### config.mk
export PLATFORM = sky130hd
export DESIGN_NAME = load_store_unit
export DESIGN_NICKNAME = d
export VERILOG_FILES = /design/src/rtl/load_store_unit.sv
export SDC_FILE = /design/constraint.sdc
export NUM_CORES = 1
export LEC_CHECK = 0
export CAP_MARGIN = 10
export CELL_PAD_IN_SITES_DETAIL_PLACEMENT = 1
export CELL_PAD_IN_SITES_GLOBAL_PLACEMENT = 1
export CORE_ASPECT_RATIO = 1.4
export CORE_UTILIZATION = 34
export CTS_CLUSTER_DIAMETER = 40
export DETAILED_ROUTE_END_ITERATION = 8
export MAX_ROUTING_LAYER = met4
export PLACE_DENSITY_LB_ADDON = 0.1
export SYNTH_ARGS = -nofsm -noshare
export SYNTH_HDL_FRONTEND = slang
export SYNTH_SLANG_ARGS = --single-unit
### constraint.sdc
create_clock -name clk -period 3 [get_ports clk]
set_input_delay 0.45 -clock clk [delete_from_list [all_inputs] [get_ports clk]]
set_output_delay 0.45 -clock clk [all_outputs]
set_load 0.01 [all_outputs]
### src/rtl/load_store_unit.sv
// Load/store unit: one access at a time against a 64-bit doubleword memory.
// Sub-doubleword stores use read-modify-write; misaligned accesses trap only when LSU_MISALIGN_TRAP_EN is defined.
module load_store_unit #(
    parameter int MEM_LAT = 0
) (
    input  logic        clk,
    input  logic        reset,
    input  logic        req_valid,
    output logic        req_ready,
    input  logic        req_we,
    input  logic [1:0]  req_size,
    input  logic        req_unsigned,
    input  logic [63:0] req_addr,
    input  logic [63:0] req_wdata,
    output logic        resp_valid,
    output logic [63:0] resp_rdata,
    output logic        resp_err,
    output logic        mem_read,
    output logic        mem_write,
    output logic [63:0] mem_addr,
    output logic [63:0] mem_wdata,
    input  logic [63:0] mem_rdata
);
    typedef enum logic [1:0] {IDLE, RD, WR, RESP} state_t;

    localparam logic [2:0] LAT = 3'(MEM_LAT);

    state_t      r_state, w_next;
    logic        r_we, r_uns;
    logic [1:0]  r_size;
    logic [63:0] r_addr, r_wdata, r_rdata;
    logic [2:0]  r_cnt;
    logic [63:0] w_align_addr, w_mask_lo, w_mask, w_merge, w_field, w_ext;
    logic [5:0]  w_shift;
    logic        w_rd_last;

`ifdef LSU_MISALIGN_TRAP_EN
    logic r_err;
    logic w_misalign;
    always_comb begin
        w_misalign = 1'b0;
        case (req_size)
            2'b01:   w_misalign = req_addr[0];
            2'b10:   w_misalign = |req_addr[1:0];
            2'b11:   w_misalign = |req_addr[2:0];
            default: w_misalign = 1'b0;
        endcase
    end
`endif

    always_comb begin
        w_align_addr = req_addr;
        case (req_size)
            2'b01:   w_align_addr = {req_addr[63:1], 1'b0};
            2'b10:   w_align_addr = {req_addr[63:2], 2'b00};
            2'b11:   w_align_addr = {req_addr[63:3], 3'b000};
            default: w_align_addr = req_addr;
        endcase
    end

    // Lane arithmetic on the captured request: field at bits [8*offset +: 8*bytes].
    always_comb begin
        w_shift = {r_addr[2:0], 3'b000};
        case (r_size)
            2'b00:   w_mask_lo = 64'h0000_0000_0000_00FF;
            2'b01:   w_mask_lo = 64'h0000_0000_0000_FFFF;
            2'b10:   w_mask_lo = 64'h0000_0000_FFFF_FFFF;
            default: w_mask_lo = 64'hFFFF_FFFF_FFFF_FFFF;
        endcase
        w_mask  = w_mask_lo << w_shift;
        w_merge = (mem_rdata & ~w_mask) | ((r_wdata & w_mask_lo) << w_shift);
        w_field = mem_rdata >> w_shift;
        case (r_size)
            2'b00:   w_ext = r_uns ? {56'h0, w_field[7:0]}  : {{56{w_field[7]}}, w_field[7:0]};
            2'b01:   w_ext = r_uns ? {48'h0, w_field[15:0]} : {{48{w_field[15]}}, w_field[15:0]};
            2'b10:   w_ext = r_uns ? {32'h0, w_field[31:0]} : {{32{w_field[31]}}, w_field[31:0]};
            default: w_ext = w_field;
        endcase
    end

    assign w_rd_last = (r_cnt == LAT);

    always_comb begin
        w_next = r_state;
        case (r_state)
            IDLE: begin
                if (req_valid) begin
`ifdef LSU_MISALIGN_TRAP_EN
                    if (w_misalign)                       w_next = RESP;
                    else if (req_we && req_size == 2'b11) w_next = WR;
                    else                                  w_next = RD;
`else
                    if (req_we && req_size == 2'b11) w_next = WR;
                    else                             w_next = RD;
`endif
                end
            end
            RD:      if (w_rd_last) w_next = r_we ? WR : RESP;
            WR:      w_next = RESP;
            default: w_next = IDLE;
        endcase
    end

    always_ff @(posedge clk) begin
        if (reset) begin
            r_state <= IDLE;
            r_we    <= 1'b0;
            r_uns   <= 1'b0;
            r_size  <= 2'b00;
            r_addr  <= 64'h0;
            r_wdata <= 64'h0;
            r_rdata <= 64'h0;
            r_cnt   <= 3'd0;
`ifdef LSU_MISALIGN_TRAP_EN
            r_err   <= 1'b0;
`endif
        end else begin
            r_state <= w_next;
            if (r_state == IDLE && req_valid) begin
                r_we    <= req_we;
                r_uns   <= req_unsigned;
                r_size  <= req_size;
                r_wdata <= req_wdata;
                r_rdata <= 64'h0;
                r_cnt   <= 3'd0;
`ifdef LSU_MISALIGN_TRAP_EN
                r_addr  <= req_addr;
                r_err   <= w_misalign;
`else
                r_addr  <= w_align_addr;
`endif
            end
            if (r_state == RD) begin
                r_cnt <= r_cnt + 3'd1;
                if (w_rd_last) begin
                    if (r_we) r_wdata <= w_merge;
                    else      r_rdata <= w_ext;
                end
            end
        end
    end

    // Outputs are gated by reset so a WR or RESP cycle coinciding with reset has no effect.
    assign req_ready  = (r_state == IDLE) && !reset;
    assign mem_read   = (r_state == RD) && !reset;
    assign mem_write  = (r_state == WR) && !reset;
    assign mem_addr   = (mem_read || mem_write) ? {r_addr[63:3], 3'b000} : 64'h0;
    assign mem_wdata  = mem_write ? r_wdata : 64'h0;
    assign resp_valid = (r_state == RESP) && !reset;
    assign resp_rdata = resp_valid ? r_rdata : 64'h0;
`ifdef LSU_MISALIGN_TRAP_EN
    assign resp_err   = resp_valid && r_err;
`else
    assign resp_err   = 1'b0;
`endif

endmodule

==> impl_metrics.toml <==
# implementation run metrics
[floorplanning]
io_pins = 396
die_area_sq_um = 38800
tap_cells = 473
fp-utilization_pct = 34.5
chipWidth_um = 167
num_rows = 84
core_sq_um = 37500
die_height_um = 233

[power]
p_sw_share_pct = 37.7
pg_comb_uw = 4400
finalPower_uw = 12500
p_int_uw = 7800
pwr-share-seq_pct = 31.2
pwr-share-comb_pct = 35.2
maxPowerGroup = "combinational logic"
powerDensity_nw_per_um2 = 663
p_clk_uw = 4210
power_frac_clock_pct = 33.6
vdd_drop_max_v = 0.000523
p_sw_uw = 4720
leakage_uw = 0.00653

[timing]
clock.fmax_mhz = 348
fin_skew_ns = 0.0294
slew_violations = 0
period_minus_slack_ns = 2.87
holdWs_ns = 0.175
report.final.hold_viol_count = 0
finalSetupViolCount = 0
worst_pin_slew_ns = 1.09
maxSlewHeadroom_pct = 27.1
finalCritPeriodShare_pct = 95.7

[synthesis]
avgSynthCellArea_sq_um = 7.93
simple_gate_share_pct = 22.6
syn_inst = 1631
yosysChipArea_sq_um = 12900
synth_area_sq_um = 12900
yosysWarnings = 0
top_logic_kind = "AND-OR/OR-AND gates"
synth.distinct_cells = 59
xor_share_pct = 0
edf_count = 0
flop_cell = "dfxtp_1"
yosysSeqAreaShare_pct = 31.1
ys.flops = 201
aoi_share_pct = 26.4
ys_sh_adder_pct = 0.677
synth.area.mux_share_pct = 13.4
yosys-stat-cells = 1631
synth-async-reset-ratio_pct = 0

[layout]
lay_top_count = "clkdlybuf4s50_1"
logic_gates = 1257
diodes = 1
comb_area_share_pct = 43.6
flop-count = 201
drive_above_1_share_pct = 12.0
fillers = 4396
signal_buffers = 485
inv_count = 8
dominant_cells = "combinational gates"
fin_nets = 2194
reg_top3 = "r_addr x64, r_rdata x64, r_wdata x64"
syn2layout_area_growth_pct = 46.0
final_cell_mix = "clkdlybuf4s50_1 (387), nand2_1 (277), dfxtp_1 (198), a21oi_1 (172), and2_1 (130)"
comb_area_sq_um = 8230
clkbuf_count = 43
clkCellAreaFrac_pct = 6.49
buffer_area_share_pct = 25.2

[drt]
wl_met1_um = 25500
route.antenna.remaining_nets = 0
drt_iter0_drc = 1065
avgViaCountPerCell = 5.87
drt_first_pass_iters = 5
wl_um = 65900
routed.top_layer = "met4"
drcViolationCount = 0
dr_wl_met2_um = 32500
wl_met3_um = 3980
vias = 14600

[hold_path]
hold_depth = 2
hold_class = "input port to flip-flop"

[global_routing]
grt_pass1_vias = 14900
grt_max_degree = 200
grt_pass1_wl_um = 96900
antenna_found_initial = 1
top_usage_layer = "met2"
grt-ovfl-total = 0

[worst_setup_path]
worstSetupStartpointType = "flip-flop"
critPathMaxFanout = 34
reg2regPathDepth = 6
worstSetupEndpointType = "output port"
arrival_ns = 2.42
worstPathRequired_ns = 2.55
critPathKind = "flip-flop to output port"
regToRegSetupSlack_ns = 0.29

[clocking]
cts.sinks = 201
cts_tree = "built"
cts_root_buffer = "clkbuf_16"
clock_latency_ns = 0.55
clk_pin_slew_ns = 0.06
cts_buffer_depth = 3
postCtsHoldBufs = 0
numCtsBuffers = 35
cts_max_level = 2

[run]
tool_warnings = 34
drv_cap = 0

[placed_design]
gp_congestion = 1.00
io_buffers = 391
hpwl_um = 49200

[run_status]
status = "completed"
per-stage QoR:
| stage | setup TNS (ns) | instance area [sq um] | util, % | worst slack [ns] | cells |
|---|---|---|---|---|---|
| after floorplan | 0 | 12900 | - | 0.823 | 1634 |
| after global placement | 0 | 17600 | 46.9 | 0.123 | 2420 |
| after detailed placement | 0 | 17600 | 46.9 | 0.124 | 2420 |
| after CTS | -0.171 | 18900 | 50.3 | -0.0265 | 2487 |
| after global routing | -0.00185 | 18900 | 50.3 | -0.00185 | 2489 |
| final | 0 | 18900 | 50.3 | 0.130 | 2489 |
synth_stat cells, types with 32 or more instances:
library cell	number	area share, %
a211oi_1	32	1.9
a21oi_1	172	6.7
a221oi_1	72	4.9
a311oi_1	41	2.8
and2_1	131	6.3
clkbuf_1	120	3.5
dfxtp_1	201	31
mux2i_1	108	8.4
nand2_1	278	8.1
nor2_1	51	1.5
nor2b_1	78	3.8
o21ai_0	53	2.1
path summary, 6_finish.rpt:
check / from / end
worst max-delay path: r_state[1] / mem_addr[27]
worst min-delay path: reset / r_state[0]
worst max register to register: r_addr[2] / r_rdata[61]
worst min register to register: r_addr[48] / r_addr[48]
kinds of logic after synthesis:
kind of cell             after synthesis
adder cells (fa/ha/maj)                7
AND-OR/OR-AND                        495
AND/OR/NAND/NOR                      600
multiplexers                         150
buffers and inverters                177
other                                  1
flip-flops                           201
timing repair:
item	in CTS	in global routing
pin swaps	1	0
gates resized	8	6
cloned	1	0
endpoints found under the setup margin	128	104
buffers inserted	2	1
worst max-delay path: stages, from the launching register on:
cell,delay [ns]
dfxtp_1,0.34
inv_1,0.11
ha_1,0.19
nor2b_4,0.26
nor2_4,0.09
buf_12,0.17
nor2b_1,0.15
clkdlybuf4s50_1,0.55
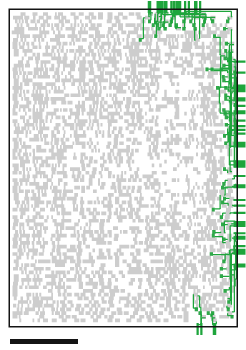
(nets reached from selected ports)
The bar under the picture is 50 um long.
- green: resp_rdata (bits 64; direction output; end cells 64; buffers 64; wire 1580 um)

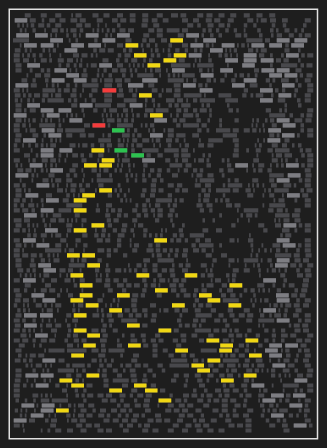
(register map, names as in the netlist)
- red: r_state (flops 2)
- green: r_cnt (flops 3)
- yellow: r_wdata (flops 64)
- not colored: 132
Seq area share: 21.4%
register area: 4030 sq um
Finished Core Util: 50.3%
seq pwr: 3910 uW

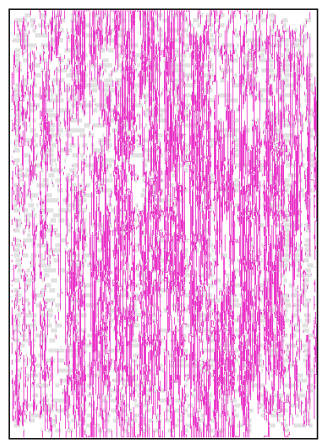
(signal wires on met2)
- wire length on this layer: 32.5 mm
- share of all routed wire: 49%

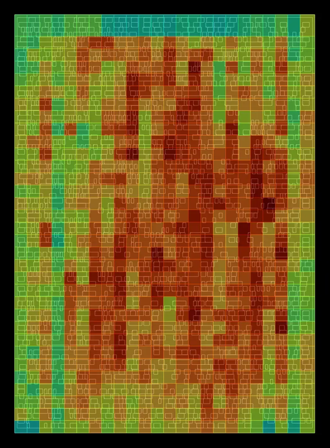
(congestion heat map)
met3 usage: 5.83%
met1 usage: 38.3%
met2 global-route usage: 57.9%
WL/cell: 26.5 um
Global Route Usage Sum: 34.3%

Power figures rest on the tool's default switching activity, not on a simulated workload.
